Run 1, clock distribution:
Drawn at 6 px/um.
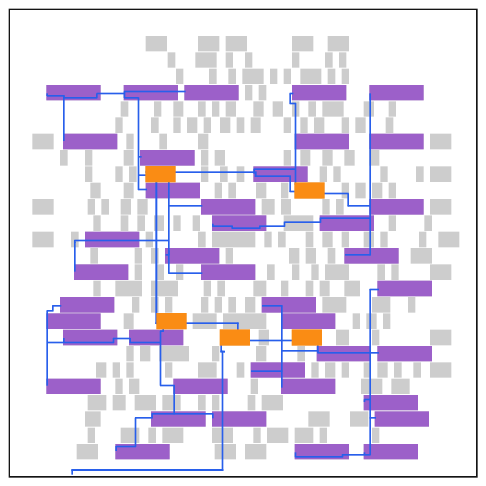
Run 1, I/O pins on the die edge:
Drawn at 4 px/um. Pins as bars across the die edge, other pins in grey.
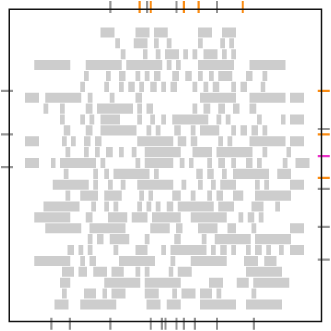
Run 1, routed metal, one colour a layer:
Drawn at 4 px/um. Two of the layers only.
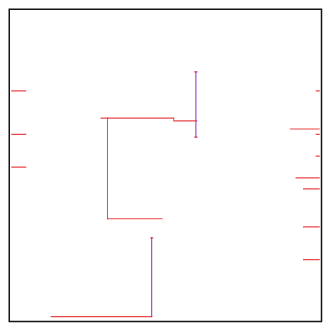
File: config.mk
export PLATFORM = sky130hd
export DESIGN_NAME = serial_sub
export DESIGN_NICKNAME = d
export VERILOG_FILES = /design/src/rtl/serial_sub.sv
export SDC_FILE = /design/constraint.sdc
export NUM_CORES = 1
export LEC_CHECK = 0
export ABC_AREA = 1
export ABC_CLOCK_PERIOD_IN_PS = 2300
export CAP_MARGIN = 40
export CELL_PAD_IN_SITES_DETAIL_PLACEMENT = 1
export CELL_PAD_IN_SITES_GLOBAL_PLACEMENT = 1
export CORE_MARGIN = 2
export CORE_UTILIZATION = 35
export CTS_CLUSTER_DIAMETER = 100
export CTS_CLUSTER_SIZE = 28
export DETAILED_ROUTE_END_ITERATION = 7
export PLACE_DENSITY = 0.74
export SKIP_CTS_REPAIR_TIMING = 1
export SYNTH_ARGS = -nofsm -noshare
export SYNTH_HDL_FRONTEND = slang
export SYNTH_SLANG_ARGS = --single-unit
File: constraint.sdc
create_clock -name CLK -period 2.3 [get_ports CLK]
set_input_delay 0.46 -clock CLK [delete_from_list [all_inputs] [get_ports CLK]]
set_output_delay 0.46 -clock CLK [all_outputs]
set_load 0.01 [all_outputs]
File: src/rtl/serial_sub.sv
// serial_sub: bit-serial two's-complement subtractor, DIFF = X - Y - B_in, LSB first.
// Latency: DONE high in the cycle after edge k+WIDTH, where k is the edge that accepts START.
// Backpressure: START is ignored while BUSY; a START during the DONE cycle is accepted (back-to-back).
// Optional build macro SERIAL_SUB_OVF_EN adds the signed-overflow output OVF.
module serial_sub #(
  parameter int WIDTH = 8
) (
  input  logic             CLK,
  input  logic             RST,
  input  logic             START,
  input  logic [WIDTH-1:0] X,
  input  logic [WIDTH-1:0] Y,
  input  logic             B_in,
  output logic [WIDTH-1:0] DIFF,
  output logic             B_out,
  output logic             BUSY,
  output logic             DONE
`ifdef SERIAL_SUB_OVF_EN
  ,
  output logic             OVF
`endif
);

  localparam int CW = (WIDTH > 1) ? $clog2(WIDTH) : 1;

  typedef enum logic [1:0] {
    IDLE = 2'd0,
    RUN  = 2'd1,
    FIN  = 2'd2
  } state_t;

  state_t           state;
  logic [WIDTH-1:0] x_sh;
  logic [WIDTH-1:0] y_sh;
  logic [WIDTH-2:0] r_sh;      // bits already produced; the newest bit enters at the top
  logic             borrow_ff;
  logic [CW-1:0]    cnt;
`ifdef SERIAL_SUB_OVF_EN
  logic             borrow_msb; // borrow flowing into the MSB stage
`endif

  logic             x0, y0, d, new_borrow, last_bit;
  logic [WIDTH-1:0] res_next;

  // Single full-subtractor cell operating on the current LSBs.
  always_comb begin
    x0         = x_sh[0];
    y0         = y_sh[0];
    d          = x0 ^ y0 ^ borrow_ff;
    new_borrow = (~x0 & y0) | (~(x0 ^ y0) & borrow_ff);
    res_next   = {d, r_sh};
    last_bit   = (cnt == CW'(WIDTH - 1));
  end

  // Control FSM, datapath shift registers and registered outputs.
  always_ff @(posedge CLK or posedge RST) begin
    if (RST) begin
      state     <= IDLE;
      x_sh      <= '0;
      y_sh      <= '0;
      r_sh      <= '0;
      borrow_ff <= 1'b0;
      cnt       <= '0;
      DIFF      <= '0;
      B_out     <= 1'b0;
      BUSY      <= 1'b0;
      DONE      <= 1'b0;
`ifdef SERIAL_SUB_OVF_EN
      borrow_msb <= 1'b0;
      OVF        <= 1'b0;
`endif
    end else begin
      case (state)
        IDLE, FIN: begin
          DONE <= 1'b0;
          if (START) begin
            x_sh      <= X;
            y_sh      <= Y;
            borrow_ff <= B_in;
            r_sh      <= '0;
            cnt       <= '0;
            BUSY      <= 1'b1;
            state     <= RUN;
          end else begin
            state <= IDLE;
          end
        end
        RUN: begin
          x_sh      <= {1'b0, x_sh[WIDTH-1:1]};
          y_sh      <= {1'b0, y_sh[WIDTH-1:1]};
          r_sh      <= res_next[WIDTH-1:1];
          borrow_ff <= new_borrow;
          cnt       <= cnt + CW'(1);
`ifdef SERIAL_SUB_OVF_EN
          // The borrow produced by bit WIDTH-2 is the one entering the MSB stage.
          if (cnt == CW'(WIDTH - 2)) borrow_msb <= new_borrow;
`endif
          if (last_bit) begin
            DIFF  <= res_next;
            B_out <= new_borrow;
            BUSY  <= 1'b0;
            DONE  <= 1'b1;
            cnt   <= '0;
            state <= FIN;
`ifdef SERIAL_SUB_OVF_EN
            OVF   <= borrow_msb ^ new_borrow;
`endif
          end
        end
        default: begin
          state <= IDLE;
          BUSY  <= 1'b0;
          DONE  <= 1'b0;
        end
      endcase
    end
  end

endmodule

==> flow_results.xml, run 1 <==
<?xml version="1.0" encoding="UTF-8"?>
<metrics>
  <group name="final_timing">
    <metric name="fin_ws" unit="ns">0.646</metric>
    <metric name="skew" unit="ns">0.00580</metric>
    <metric name="setup_repair_after_global_routing_missed_its_margin" unit="">no</metric>
    <metric name="finalHoldViolations" unit="">0</metric>
    <metric name="drv_slew" unit="">0</metric>
  </group>
  <group name="detailed_routing">
    <metric name="detail-route-antenna-nets" unit="">0</metric>
    <metric name="drt-initial-drc-count" unit="">112</metric>
  </group>
  <group name="layout">
    <metric name="finish.cell_count_without_fillers" unit="">331</metric>
    <metric name="final_cell_mix" unit="">75 x sky130_fd_sc_hd__nand2_1, 43 x sky130_fd_sc_hd__inv_1, 40 x sky130_fd_sc_hd__dfrtp_1</metric>
    <metric name="final_layout_top_logic_cell" unit="">sky130_fd_sc_hd__nand2_1</metric>
    <metric name="postLayoutCoreUtil" unit="%">45.6</metric>
    <metric name="filler_cell_count" unit="">622</metric>
    <metric name="fin_nets" unit="">284</metric>
  </group>
  <group name="clock_tree">
    <metric name="tritoncts" unit="">yes</metric>
    <metric name="cts.root.buffer_cell" unit="">sky130_fd_sc_hd__clkbuf_8</metric>
    <metric name="max_root_sink_buffers" unit="">2</metric>
  </group>
  <group name="status">
    <metric name="run_status" unit="">completed</metric>
  </group>
  <group name="global_routing">
    <metric name="global_route.usage.total" unit="%">14.8</metric>
    <metric name="grt_util_met1" unit="%">20.4</metric>
    <metric name="grt_start_max_net_pins" unit="">41</metric>
    <metric name="top_usage_layer" unit="">met2</metric>
    <metric name="grt_pass1_vias" unit="">1448</metric>
    <metric name="grt_antenna_before_repair" unit="">0</metric>
  </group>
  <group name="hold_path">
    <metric name="hold_path_startpoint" unit="">DIFF[6]</metric>
    <metric name="worst_hold_path.endpoint" unit="">DIFF[6]</metric>
  </group>
  <group name="placed_design">
    <metric name="hpwl" unit="mm">2.92</metric>
    <metric name="port-buffer-count" unit="">30</metric>
    <metric name="dp_cells" unit="">324</metric>
    <metric name="dp_worst_setup_slack" unit="ns">0.531</metric>
    <metric name="gp_congestion" unit="">0.706</metric>
  </group>
  <group name="critical_path">
    <metric name="crit_path_top_delay_cell" unit="">sky130_fd_sc_hd__clkdlybuf4s50_1</metric>
    <metric name="setup.worst_path.class" unit="">reg -&gt; out</metric>
    <metric name="timing.critical_path.cells" unit="">clkdlybuf4s50_1</metric>
    <metric name="timing.critical_path.to_type" unit="">primary output</metric>
  </group>
  <group name="run">
    <metric name="max_cap_violations" unit="">0</metric>
  </group>
  <group name="pwr">
    <metric name="share_clk_of_total_power" unit="%">15.4</metric>
    <metric name="p_int" unit="uW">1940</metric>
    <metric name="leakage" unit="uW">0.00125</metric>
  </group>
  <group name="floorplan">
    <metric name="row_count" unit="">26</metric>
    <metric name="core_box_area" unit="um2">5170</metric>
    <metric name="die-area" unit="um2">6040</metric>
  </group>
  <group name="synthesis">
    <metric name="synthAoiAreaFrac" unit="%">6.85</metric>
    <metric name="muxShareOfSynthArea" unit="%">0</metric>
    <metric name="synthesis.area" unit="um2">1900</metric>
    <metric name="postSynthNetCount" unit="">252</metric>
  </group>
</metrics>
Back to the opening pictures, 'clock distribution':
Key: purple = flip-flops [count 40]; orange = cells driving clock nets [count 5]; blue = clock wires [length 500 um]
Position of the flops: spread over the die.

Back to the opening pictures, 'I/O pins on the die edge':
Key: orange = X [pins 8, direction input, edge 5 north, 3 east]; magenta = BUSY [pins 1, direction output, edge east]

Back to the opening pictures, 'routed metal, one colour a layer':
Key: purple = met4 [wire length 61.2 um]; red = met3 [wire length 101 um]

-- run 1: power by group through the flow --
stage | clock network, uW | registers [uW] | logic (uW)
2_1_floorplan | 0 | 1230 | 1040
3_3_place_gp | 0 | 1220 | 1490
3_5_place_dp | 0 | 1230 | 1550
4_1_cts | 518 | 1220 | 1560
5_1_grt | 549 | 1260 | 1740
6_report | 498 | 1220 | 1510
-- run 1: state kept, by name (all words and copies together) (netlist names) --
signal and count:
cnt 3, DONE 1, DIFF 8, state 2, B_out 1, r_sh 7, x_sh 8, y_sh 8
borrow_ff 1, BUSY 1
-- run 1: area by class of cell --
class                   count  area [um2]  share of cell area, %
clock buffers               7        96.3                   4.09
inverters                  46         178                   7.54
multi-input cells         135         659                   28.0
flip-flops and latches     40        1000                   42.5
well taps                  70        87.6                   3.72
repair buffers             33         335                   14.2
-- run 1: synthesized netlist by cell type --
cell,number
sky130_fd_sc_hd__dfrtp_1,40
sky130_fd_sc_hd__fa_1,1
sky130_fd_sc_hd__nand2_1,75
sky130_fd_sc_hd__inv_4,2
sky130_fd_sc_hd__o21ai_0,6
sky130_fd_sc_hd__buf_2,2
sky130_fd_sc_hd__nand3_1,29
sky130_fd_sc_hd__nand2_2,2
sky130_fd_sc_hd__clkbuf_1,1
sky130_fd_sc_hd__inv_2,1
sky130_fd_sc_hd__o21ai_1,6
sky130_fd_sc_hd__nor2_1,3
sky130_fd_sc_hd__nor2_4,1
sky130_fd_sc_hd__o21ai_2,8
sky130_fd_sc_hd__buf_6,3
sky130_fd_sc_hd__inv_1,43
sky130_fd_sc_hd__nand2_4,2
sky130_fd_sc_hd__buf_4,2
sky130_fd_sc_hd__ha_1,2
-- run 1: routing by layer --
layer  up-vias  share of wire, %
li1        747                 -
met1       714                49
met2        19                47
met3         6               2.5
met4         0               1.5
met5         -                 0
Run 1, logic cells by family:
Drawn at 4 px/um.
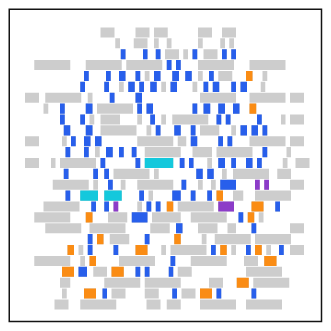

==> inputs of run 2 (changes only) <==
--- a/config.mk
+++ b/config.mk
@@ -6,7 +6,7 @@
 export NUM_CORES = 1
 export LEC_CHECK = 0
 export ABC_AREA = 1
-export ABC_CLOCK_PERIOD_IN_PS = 2300
+export ABC_CLOCK_PERIOD_IN_PS = 1710
 export CAP_MARGIN = 40
 export CELL_PAD_IN_SITES_DETAIL_PLACEMENT = 1
 export CELL_PAD_IN_SITES_GLOBAL_PLACEMENT = 1
==> constraint.sdc (replaced) <==
create_clock -name CLK -period 1.71 [get_ports CLK]
set_input_delay 0.342 -clock CLK [delete_from_list [all_inputs] [get_ports CLK]]
set_output_delay 0.342 -clock CLK [all_outputs]
set_load 0.01 [all_outputs]
Run 2, logic cells by family:
Drawn at 4 px/um.
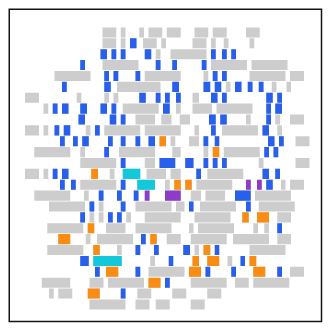
Key: cyan = adder and majority cells [cells 3, most used ha_1]; blue = NAND gates [cells 108, most used nand2_1]; purple = NOR gates [cells 4, most used nor2_1]; orange = inverting AOI/OAI gates [cells 20, most used o21ai_2]

Run 2, routed metal, one colour a layer:
Drawn at 4 px/um. Two of the layers only.
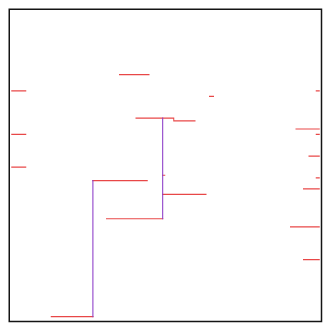
Key: red = met3 [wire length 108 um]; purple = met4 [wire length 59.2 um]

==> flow_results.xml, run 2 <==
<?xml version="1.0" encoding="UTF-8"?>
<metrics>
  <group name="pwr">
    <metric name="leakage" unit="uW">0.00127</metric>
  </group>
  <group name="final_timing">
    <metric name="setup_repair_after_global_routing_missed_its_margin" unit="">no</metric>
    <metric name="finalHoldViolations" unit="">0</metric>
    <metric name="skew" unit="ns">0.00576</metric>
  </group>
  <group name="synthesis">
    <metric name="ys_top_cells_by_count" unit="">75 x sky130_fd_sc_hd__nand2_1, 43 x sky130_fd_sc_hd__inv_1, 40 x sky130_fd_sc_hd__dfrtp_1</metric>
    <metric name="ys_async_sr_fraction" unit="%">100</metric>
    <metric name="synth_top_cell_by_count" unit="">sky130_fd_sc_hd__nand2_1</metric>
    <metric name="count_of_library_flops_with_an_enable_pin" unit="">0</metric>
  </group>
  <group name="placed_design">
    <metric name="gp_congestion" unit="">0.757</metric>
    <metric name="port-buffer-count" unit="">30</metric>
  </group>
  <group name="floorplan">
    <metric name="row_count" unit="">26</metric>
    <metric name="die-area" unit="um2">6040</metric>
  </group>
  <group name="critical_path">
    <metric name="timing.critical_path.to_type" unit="">primary output</metric>
    <metric name="timing.critical_path.cells" unit="">clkdlybuf4s50_1</metric>
  </group>
  <group name="detailed_routing">
    <metric name="route.top_layer_used" unit="">met4</metric>
    <metric name="dr_wl_met2" unit="mm">1.97</metric>
  </group>
  <group name="layout">
    <metric name="postLayoutCoreUtil" unit="%">46.4</metric>
    <metric name="final_layout_top_logic_cell" unit="">sky130_fd_sc_hd__nand2_1</metric>
    <metric name="area_of_combinational_cells_with_multiple_inputs" unit="um2">659</metric>
  </group>
  <group name="status">
    <metric name="run_status" unit="">completed</metric>
  </group>
  <group name="global_routing">
    <metric name="grt_start_max_net_pins" unit="">41</metric>
  </group>
  <group name="clock_tree">
    <metric name="max_root_sink_buffers" unit="">2</metric>
    <metric name="cts.root.buffer_cell" unit="">sky130_fd_sc_hd__clkbuf_8</metric>
  </group>
</metrics>
Run 2, clock distribution:
Drawn at 6 px/um.
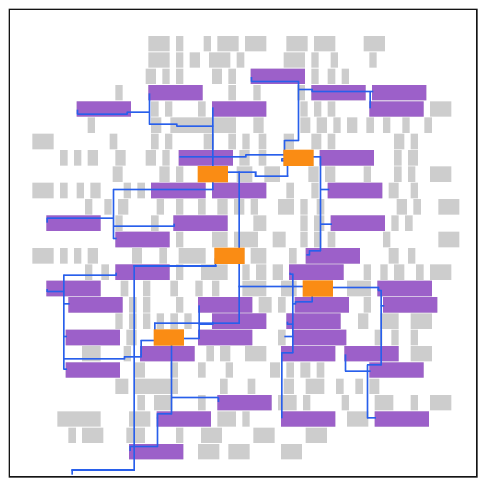
Key: blue = clock wires [length 484 um]; purple = flip-flops [count 40]; orange = cells driving clock nets [count 5]
There are 6 routed clock nets.

==> run 2: power by group <==
part	internal (uW)	total, uW	leakage, uW	switching (uW)
sequential	1400	1660	0.000493	263
clock	433	755	0.0000552	322
combinational	874	2030	0.000722	1160
total	2700	4450	0.00127	1740
==> run 2: final timing paths <==
kind | start | end | cells past startpoint
worst min-delay path | RST | y_sh[0] | 3
min in group CLK | x_sh[5] | x_sh[5] | 2
worst max register to register | state[0] | DIFF[2] | 5
worst max-delay path | DIFF[5] | DIFF[5] | 1
max in group asynchronous | RST | y_sh[5] | 3
worst min register to register | x_sh[5] | x_sh[5] | 2
==> run 2: routing by layer <==
metal | up-vias | global-route usage, %
met5 | - | 0
met3 | 6 | 3.14
li1 | 765 | -
met4 | 0 | 4.82
met1 | 715 | 20.3
met2 | 22 | 23.4
==> run 2: cell families after synthesis <==
kind of cell	after synthesis	synth area share, %
adder cells (fa/ha/maj)	3	2.37
AND-OR/OR-AND	20	6.85
buffers and inverters	54	12.6
AND/OR/NAND/NOR	112	25.5
flip-flops	40	52.7
==> run 2: cell type report <==
cell class | count | share of cell area [%]
multi-input cells | 135 | 27.5
clock inverters | 2 | 1.46
flip-flops and latches | 40 | 41.7
well taps | 70 | 3.65
repair buffers | 37 | 15.2
clock buffers | 6 | 3.03
inverters | 46 | 7.41
==> run 2: metrics by stage <==
stage	worst slack [ns]	power, uW	hold slack (ns)	area (um2)	instances
floorplan	0.450	3060	0.446	1900	229
global placement	0.211	3660	0.463	2290	328
detailed placement	0.165	3740	0.469	2290	328
CTS	0.155	4540	0.416	2400	336
global route	0.113	4870	0.447	2400	336
finish	0.174	4450	0.403	2400	336
Power is estimated from default activity; no workload was simulated.
